===== src/rtl/data_register_file.sv =====
// Two-read/one-write register file that self-clears every entry after reset
// (one per cycle) before accepting requests; reads are registered, writes bypass.
module data_register_file #(
  parameter int DATA_W = 16,
  parameter int ADDR_W = 4,
  parameter int DEPTH  = 16
) (
  input  logic              clk,
  input  logic              reset,
  input  logic              we,
  input  logic [ADDR_W-1:0] wr_addr,
  input  logic [DATA_W-1:0] wr_data,
  input  logic              rd_en,
  input  logic [ADDR_W-1:0] address_a,
  input  logic [ADDR_W-1:0] address_b,
  output logic [DATA_W-1:0] a,
  output logic [DATA_W-1:0] b,
  output logic              rd_valid,
  output logic              ready,
  output logic              wr_err
);

  typedef enum logic {S_INIT, S_READY} state_t;

  localparam logic [ADDR_W:0]   DEPTH_L  = (ADDR_W+1)'(DEPTH);
  localparam logic [ADDR_W-1:0] LAST_IDX = ADDR_W'(DEPTH - 1);

  state_t            state, state_next;
  logic [ADDR_W-1:0] init_cnt;
  logic [DATA_W-1:0] mem [DEPTH];
  logic              wr_accept, wr_reject, rd_accept;
  logic [DATA_W-1:0] rd_val_a, rd_val_b;

  // Out-of-range addresses read as zero; a same-cycle accepted write wins over memory.
  function automatic logic [DATA_W-1:0] read_port(input logic [ADDR_W-1:0] addr);
    if ({1'b0, addr} >= DEPTH_L)           return '0;
    else if (wr_accept && wr_addr == addr) return wr_data;
    else                                   return mem[addr];
  endfunction

  always_ff @(posedge clk or posedge reset) begin
    // NOTE: sequential state uses non-blocking assignments so every register
    // samples pre-edge values regardless of block ordering.
    if (reset) state <= S_INIT;
    else       state <= state_next;
  end

  always_comb begin
    // NOTE: every output of this block gets a default first, so no path can
    // leave a value unassigned and infer a latch.
    state_next = state;
    ready      = 1'b0;
    wr_accept  = 1'b0;
    wr_reject  = 1'b0;
    rd_accept  = 1'b0;
    case (state)
      S_INIT: begin
        wr_reject = we;
        if (init_cnt == LAST_IDX) state_next = S_READY;
      end
      S_READY: begin
        ready     = 1'b1;
        wr_accept = we && ({1'b0, wr_addr} < DEPTH_L);
        wr_reject = we && !({1'b0, wr_addr} < DEPTH_L);
        rd_accept = rd_en;
      end
      default: state_next = S_INIT;
    endcase
  end

  always_comb begin
    rd_val_a = read_port(address_a);
    rd_val_b = read_port(address_b);
  end

  always_ff @(posedge clk or posedge reset) begin
    if (reset) begin
      init_cnt <= '0;
      a        <= '0;
      b        <= '0;
      rd_valid <= 1'b0;
      wr_err   <= 1'b0;
    end else begin
      if (state == S_INIT) init_cnt <= init_cnt + 1'b1;
      wr_err   <= wr_reject;
      rd_valid <= rd_accept;
      if (rd_accept) begin
        a <= rd_val_a;
        b <= rd_val_b;
      end
    end
  end

  // NOTE: the array has no reset term; the INIT sweep clears it one entry per
  // cycle, which keeps it mappable to plain RAM/flop arrays without reset.
  always_ff @(posedge clk) begin
    if (state == S_INIT) mem[init_cnt] <= '0;
    else if (wr_accept)  mem[wr_addr]  <= wr_data;
  end

endmodule


===== config.mk =====
export PLATFORM = sky130hd
export DESIGN_NAME = data_register_file
export DESIGN_NICKNAME = d
export VERILOG_FILES = /design/src/rtl/data_register_file.sv
export SDC_FILE = /design/constraint.sdc
export NUM_CORES = 1
export LEC_CHECK = 0
export ABC_AREA = 1
export CAP_MARGIN = 20
export CORE_MARGIN = 2
export CORE_UTILIZATION = 30
export DETAILED_ROUTE_END_ITERATION = 16
export GPL_ROUTABILITY_DRIVEN = 0
export GPL_TIMING_DRIVEN = 0
export HOLD_SLACK_MARGIN = 0.06
export PLACE_DENSITY_LB_ADDON = 0.1
export SLEW_MARGIN = 10
export SYNTH_ARGS = -nofsm -noshare
export SYNTH_HDL_FRONTEND = slang
export SYNTH_SLANG_ARGS = --single-unit

===== constraint.sdc =====
create_clock -name clk -period 6.3 [get_ports clk]
set_input_delay 0.945 -clock clk [delete_from_list [all_inputs] [get_ports clk]]
set_output_delay 0.945 -clock clk [all_outputs]
set_load 0.01 [all_outputs]

==> run_1/pins.png <==
Pins as bars across the die edge, other pins in grey.
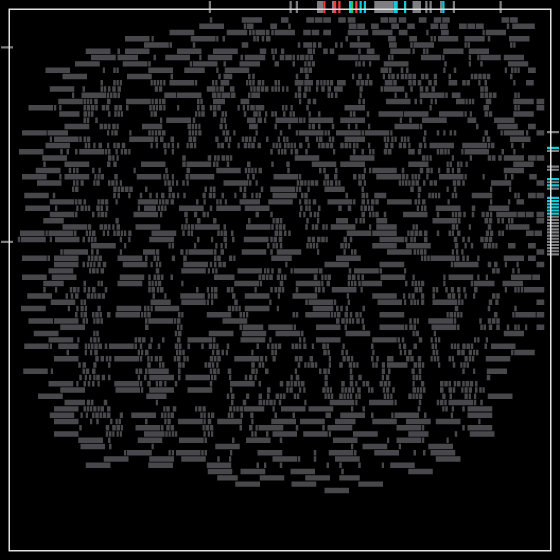
colour	port	pins	direction	edge
cyan	`a`	16	output	9 east, 7 north
red	`wr_addr`	4	input	north
green	`we`	1	input	north

==> run_1/metal_stack.png <==
Two of the layers only.
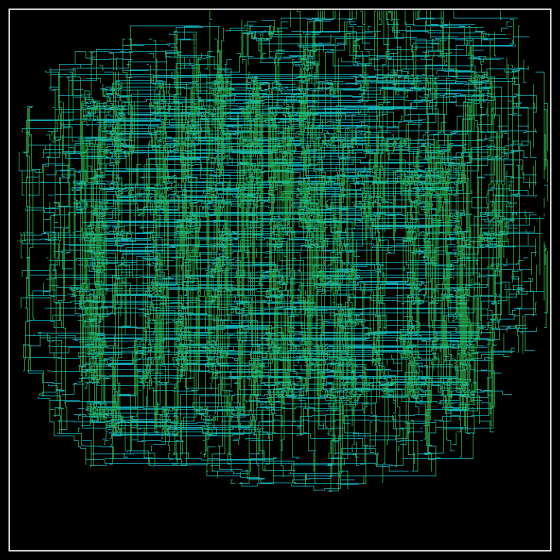
colour	layer	wire length
cyan	met1	29.1 mm
green	met2	30.8 mm

==> run_1/final_clocks.png <==
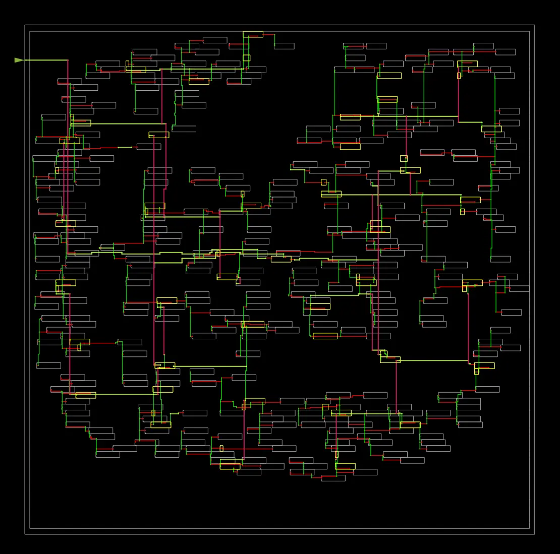
Late-Pin Clk Latency: 0.56 ns
Setup Skew: 0.0173 ns
Clk. pwr: 2060 uW

==> GITHUB_STEP_SUMMARY, run 1 <==
### Metrics collected by this job

| Metric | Value |
|---|---|
| CP Class | in -> reg |
| R2R Path Start | state$_DFF_PP0_ |
| Critical Path RT | a little under 7 ns |
| Outcome | finished, final reports clean |
| Yosys Warn Count | 0 |
| Synthesized area | 15900 um^2 |
| Worst Setup SP | address_b[1] |
| Actual slew at the worst max-slew pin | 1.25 ns |
| Final worst path period share | roughly half |
| Leakage Power | between 0.008 and 0.009 uW |
| Synth Area in Adders | less than 1% |
| Crit path launch type | input port |
| Distinct lib cells used | 21 |
| Worst path bufs/invs | 3 |
| Design area | roughly 19000 um^2 |
| Setup slack at placement | 2.62 ns |
| Final setup vio count | 0 |
| Gr usage total | about a quarter |
| Ratio of cells with drive above 1 in the final layout | between 5 and 6% |
| Simple Share, Synth | between 30% and 40% |
| Main area contributors | edfxtp_1, nand2_1, nand3_1 |
| Synth mux share | 0% |
| Clk slew on worst S/H paths | ~0.060 ns |
| PnR worst setup slack | ~3.0 ns |
| Yosys top cell area share | 48.4% |
| Pre-Repair DR Iteration Count | 5 |
| Cells along the critical path | clkdlybuf4s50_1 > buf_2 > buf_1 > nand3_1 > nand3_1 > nand2_1 > nand2_1 > nand2_1 > nand2_1 > nand3_1 > nand2_1 |
| Post-CTS sizing | 0 |
| Highest clock rate | just over 300 MHz |
| Pin count of the biggest net entering global routing | 23 |
| Vias per inst | 5.20 |
| Slew margin rel. | about 17% |
| Die x size | between 200 and 250 um |
| Gr ovfl total | 0 |
| Yosys cell count | just over 2000 |
| HPWL Detailed | roughly 48000 um |
| CP delay by family, top | buffers and inverters |
| Core Area | 52400 um^2 |
| Hold_buf cts | 0 |
| Most instantiated logic cells after routing | nand2_1, nand3_1, inv_1 |
| Worst Reg-to-Reg Cells | 9 |
| R2R Setup Slk | 3.80 ns |
| Global-route wire length before repair | between 90000 and 100000 um |
| Final Hold Vio Count | 0 |
| WHS Endpoint | a[15]$_DFFE_PP0P_ |
| Synthesis area per yosys | roughly 16000 um^2 |
| FF/Latch Area | slightly below 9000 um^2 |
[run 1: cell type report]
class                      instances  area share (%)
antenna                            3          0.0400
buffer                           118            2.75
clock buffer                      48            5.33
clock inverter                    16           0.734
inverter                         292            5.87
multi-input combinational       1315            30.4
sequential                       295            46.2
tap                              688            4.59
timing repair buffer              70            4.08
[run 1: per-stage QoR]
stage / cells / total power, uW / hold WS (ns) / utilization (%)
2_1_floorplan: 2020 / 2560 / 0.467 / -
3_3_place_gp: 2770 / 2890 / 0.467 / 33.1
3_5_place_dp: 2778 / 2900 / 0.465 / 33.6
5_1_grt: 2842 / 5090 / 0.503 / 35.7
6_report: 2845 / 4940 / 0.478 / 35.7
4_1_cts: 2842 / 4960 / 0.482 / 35.7
[run 1: state kept, by name (all words and copies together), names as in the netlist]
register  count
b            16
mem         256
state         1
rd_valid      1
wr_err        1
init_cnt      4
a            16
[run 1: per-layer routing]
layer	vias up	GRT usage [%]	part of all wire [%]
met5	-	0	0
met4	0	12.1	4.6
met3	195	5.44	9.3
met2	832	40.1	44
met1	7104	34.1	42
li1	6655	-	-
[run 1: synthesized netlist by cell type]
cell / instances
buf_4: 2
xnor2_1: 2
inv_6: 1
buf_2: 34
ha_1: 1
nor2_4: 4
nand2_4: 3
o21ai_1: 3
buf_1: 35
nand4_1: 1
inv_1: 289
xor2_1: 1
nand2_1: 814
nand2_2: 6
nor2_1: 17
inv_2: 2
dfrtp_1: 39
nand3_1: 463
buf_6: 3
clkbuf_1: 44
edfxtp_1: 256
[run 1: power by group]
part | switching, uW | internal (uW)
registers | 16.3 | 2160
logic | 502 | 199
clock network | 864 | 1200
total | 1380 | 3560
[run 1: worst min-delay path: cells and delay by family (launching register included)]
family	cells	cell delay [ns]
flip-flops	1	0.34
AND/OR/NAND/NOR	2	0.10
## Run 2: what changed since run 1
- clock period: 6.3 -> 2.75 ns (I/O delays scaled with it)
==> run 2 against run 1 <==
  * Synthesized cell count stayed put
  * Wire length hardly changed
  * Final cell count stayed put
  * Clock power is 130% higher
  * Total power is 130% higher
  * Final area hardly changed
  * Area after synthesis stayed put
  * Count of clock-buffer cells in the layout stayed put
  * Sequential share of layout area hardly changed
  * Combinational power is 130% higher
  * Sequential power is 130% higher
==> GITHUB_STEP_SUMMARY, run 2 <==
### Metrics collected by this job

| Metric | Value |
|---|---|
| Outcome | finished, final reports clean |
| Final worst path period share | 98.7% |
| Flip-flops with a built-in enable | 256 |
| Busiest layer in global routing | met2 |
| Most instantiated logic cells after routing | nand2_1, nand3_1, inv_1 |
| Highest clock rate | approximately 370 MHz |
| Yosys cell count | about 2000 |
| R2R Path Start | state$_DFF_PP0_ |
| Clk slew on worst S/H paths | 0.06 ns |
| PnR worst setup slack | 0.0344 ns |
| Slew margin rel. | between 10% and 20% |
| Layout Utilization | 35.8% |
| Synthesis area per yosys | roughly 16000 um^2 |
| Yosys top cell area share | approximately 48% |
| Dominant Register Cell | edfxtp_1 |
| Max reg flops | 256 |
| Global-route wire length before repair | between 90000 and 100000 um |
| Top cells by count, synth | nand2_1, nand3_1, inv_1, edfxtp_1, clkbuf_1 |
| Cells along the critical path | clkdlybuf4s50_1 > inv_1 > buf_2 > buf_1 > nand2_1 > nand3_1 > nand3_1 > nand2_1 > nand2_1 > nand2_1 > nand2_1 > nand3_1 > nand2_1 |
| Final std cells w/o fill | between 2000 and 3000 |
| M3 GR Usage | 5.44% |
| Ratio of cells with drive above 1 in the final layout | under 10% |
| Final Hold Vio Count | 0 |
| Die x size | between 200 and 250 um |
| Leakage Power | around 0.0087 uW |
| Pin count of the biggest net entering global routing | 23 |
| Design area | 18700 um^2 |
| Tot Pwr | approximately 11000 uW |
| Largest reg by FF count | mem |
| Worst Setup SP | address_b[0] |
| Late-Pin Clk Latency | between 0.5 and 0.6 ns |
| Largest registers | mem (256), a (16), b (16) |
| Hold_buf cts | 0 |
| Gr ovfl total | 0 |
| Gr usage total | 25.7% |
| Met2 Usage GRT | 40.1% |
| Yosys Warn Count | 0 |
| Actual slew at the worst max-slew pin | between 1 and 1.5 ns |
| CP Class | in -> reg |
-- run 2: cell counts in the layout (fill, tap and decap cells not counted) --
Identical to the previous run, type by type.
-- run 2: power by group --
| group | leakage [uW] | switching, uW | internal (uW) |
|---|---|---|---|
| combinational | 0.00500 | 1150 | 455 |
| sequential | 0.00311 | 37.3 | 4950 |
| clock | 0.000553 | 1970 | 2750 |
| total | 0.00866 | 3160 | 8160 |
-- run 2: layer usage --
metal | vias up | wire length (um) | share of wire, %
met5 | - | 0 | 0
met4 | 0 | 3210 | 4.6
met3 | 189 | 6660 | 9.6
met2 | 813 | 30800 | 44
met1 | 7054 | 29000 | 42
li1 | 6661 | - | -
-- run 2: logic make-up after synthesis --
kind of cell    count (synthesis)  share of synthesized area, %
simple gates                 1308                          35.0
xor+xnor                        3                         0.165
buf+inv                       410                          10.2
flops                         295                          54.5
fa+ha+maj                       1                        0.0787
compound gates                  3                        0.0944
-- run 2: per-stage QoR --
stage	setup TNS, ns	hold WS (ns)
final	0	0.189
after global routing	0	0.218
after CTS	0	0.183
after detailed placement	-38.60	0.465
after global placement	-267.64	0.467
after floorplan	0	0.467
-- run 2: critical path, delay by kind of cell --
family                 cells  cell delay [ns]
and+or+nand+nor            9             1.03
buffers and inverters      4             1.68
-- run 2: timing repair --
action,4_1_cts,5_1_grt
buffers inserted,0,0
setup endpoints to repair,0,1
resized,0,2
-- run 2: cell type report --
type	instances	area, um^2	share of cell area [%]
Clock inverter	16	138	0.734
Tap cell	688	861	4.59
Clock buffer	48	998	5.33
Sequential cell	295	8660	46.2
Multi-Input combinational cell	1315	5700	30.4
Timing Repair Buffer	70	766	4.08
Inverter	292	1100	5.87
Antenna cell	3	7.51	0.0400
Buffer	118	517	2.76
==> run_2/final_clocks.png <==
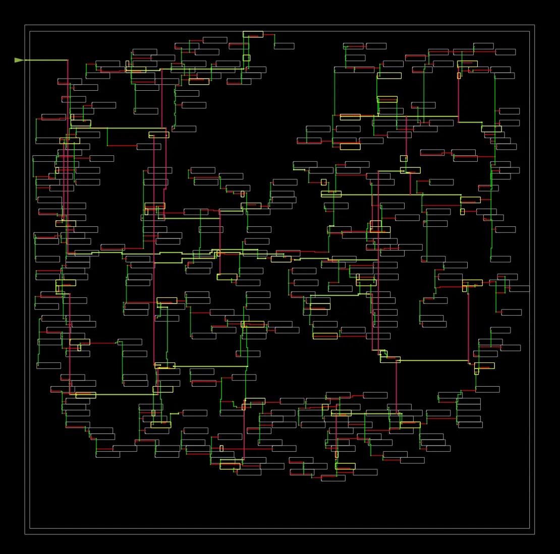
Clock Sinks: 295
CLK BUF: 48
Inserted Clock Buffers: 36
Clk. pwr: 4720 uW
Setup Skew: 0.0161 ns

==> run_2/metal_stack.png <==
Two of the layers only.
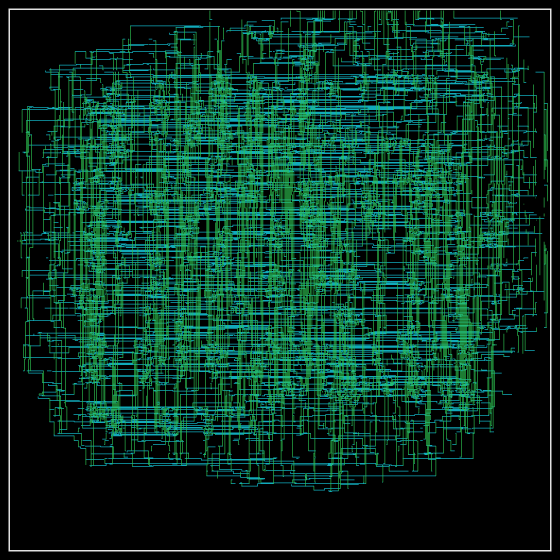
colour	layer	wire length
green	met2	30.8 mm
cyan	met1	29.0 mm

==> run_2/registers.png <==
The bar under the picture is 50 um long.
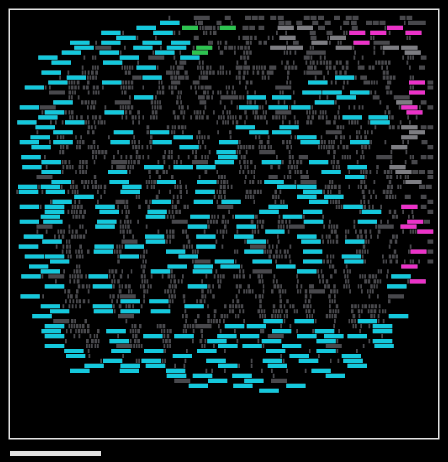
colour	netlist name	sequential cells
magenta	`b`	16
cyan	`mem`	256
green	`init_cnt`	4

Power and IR drop assume default switching activity.
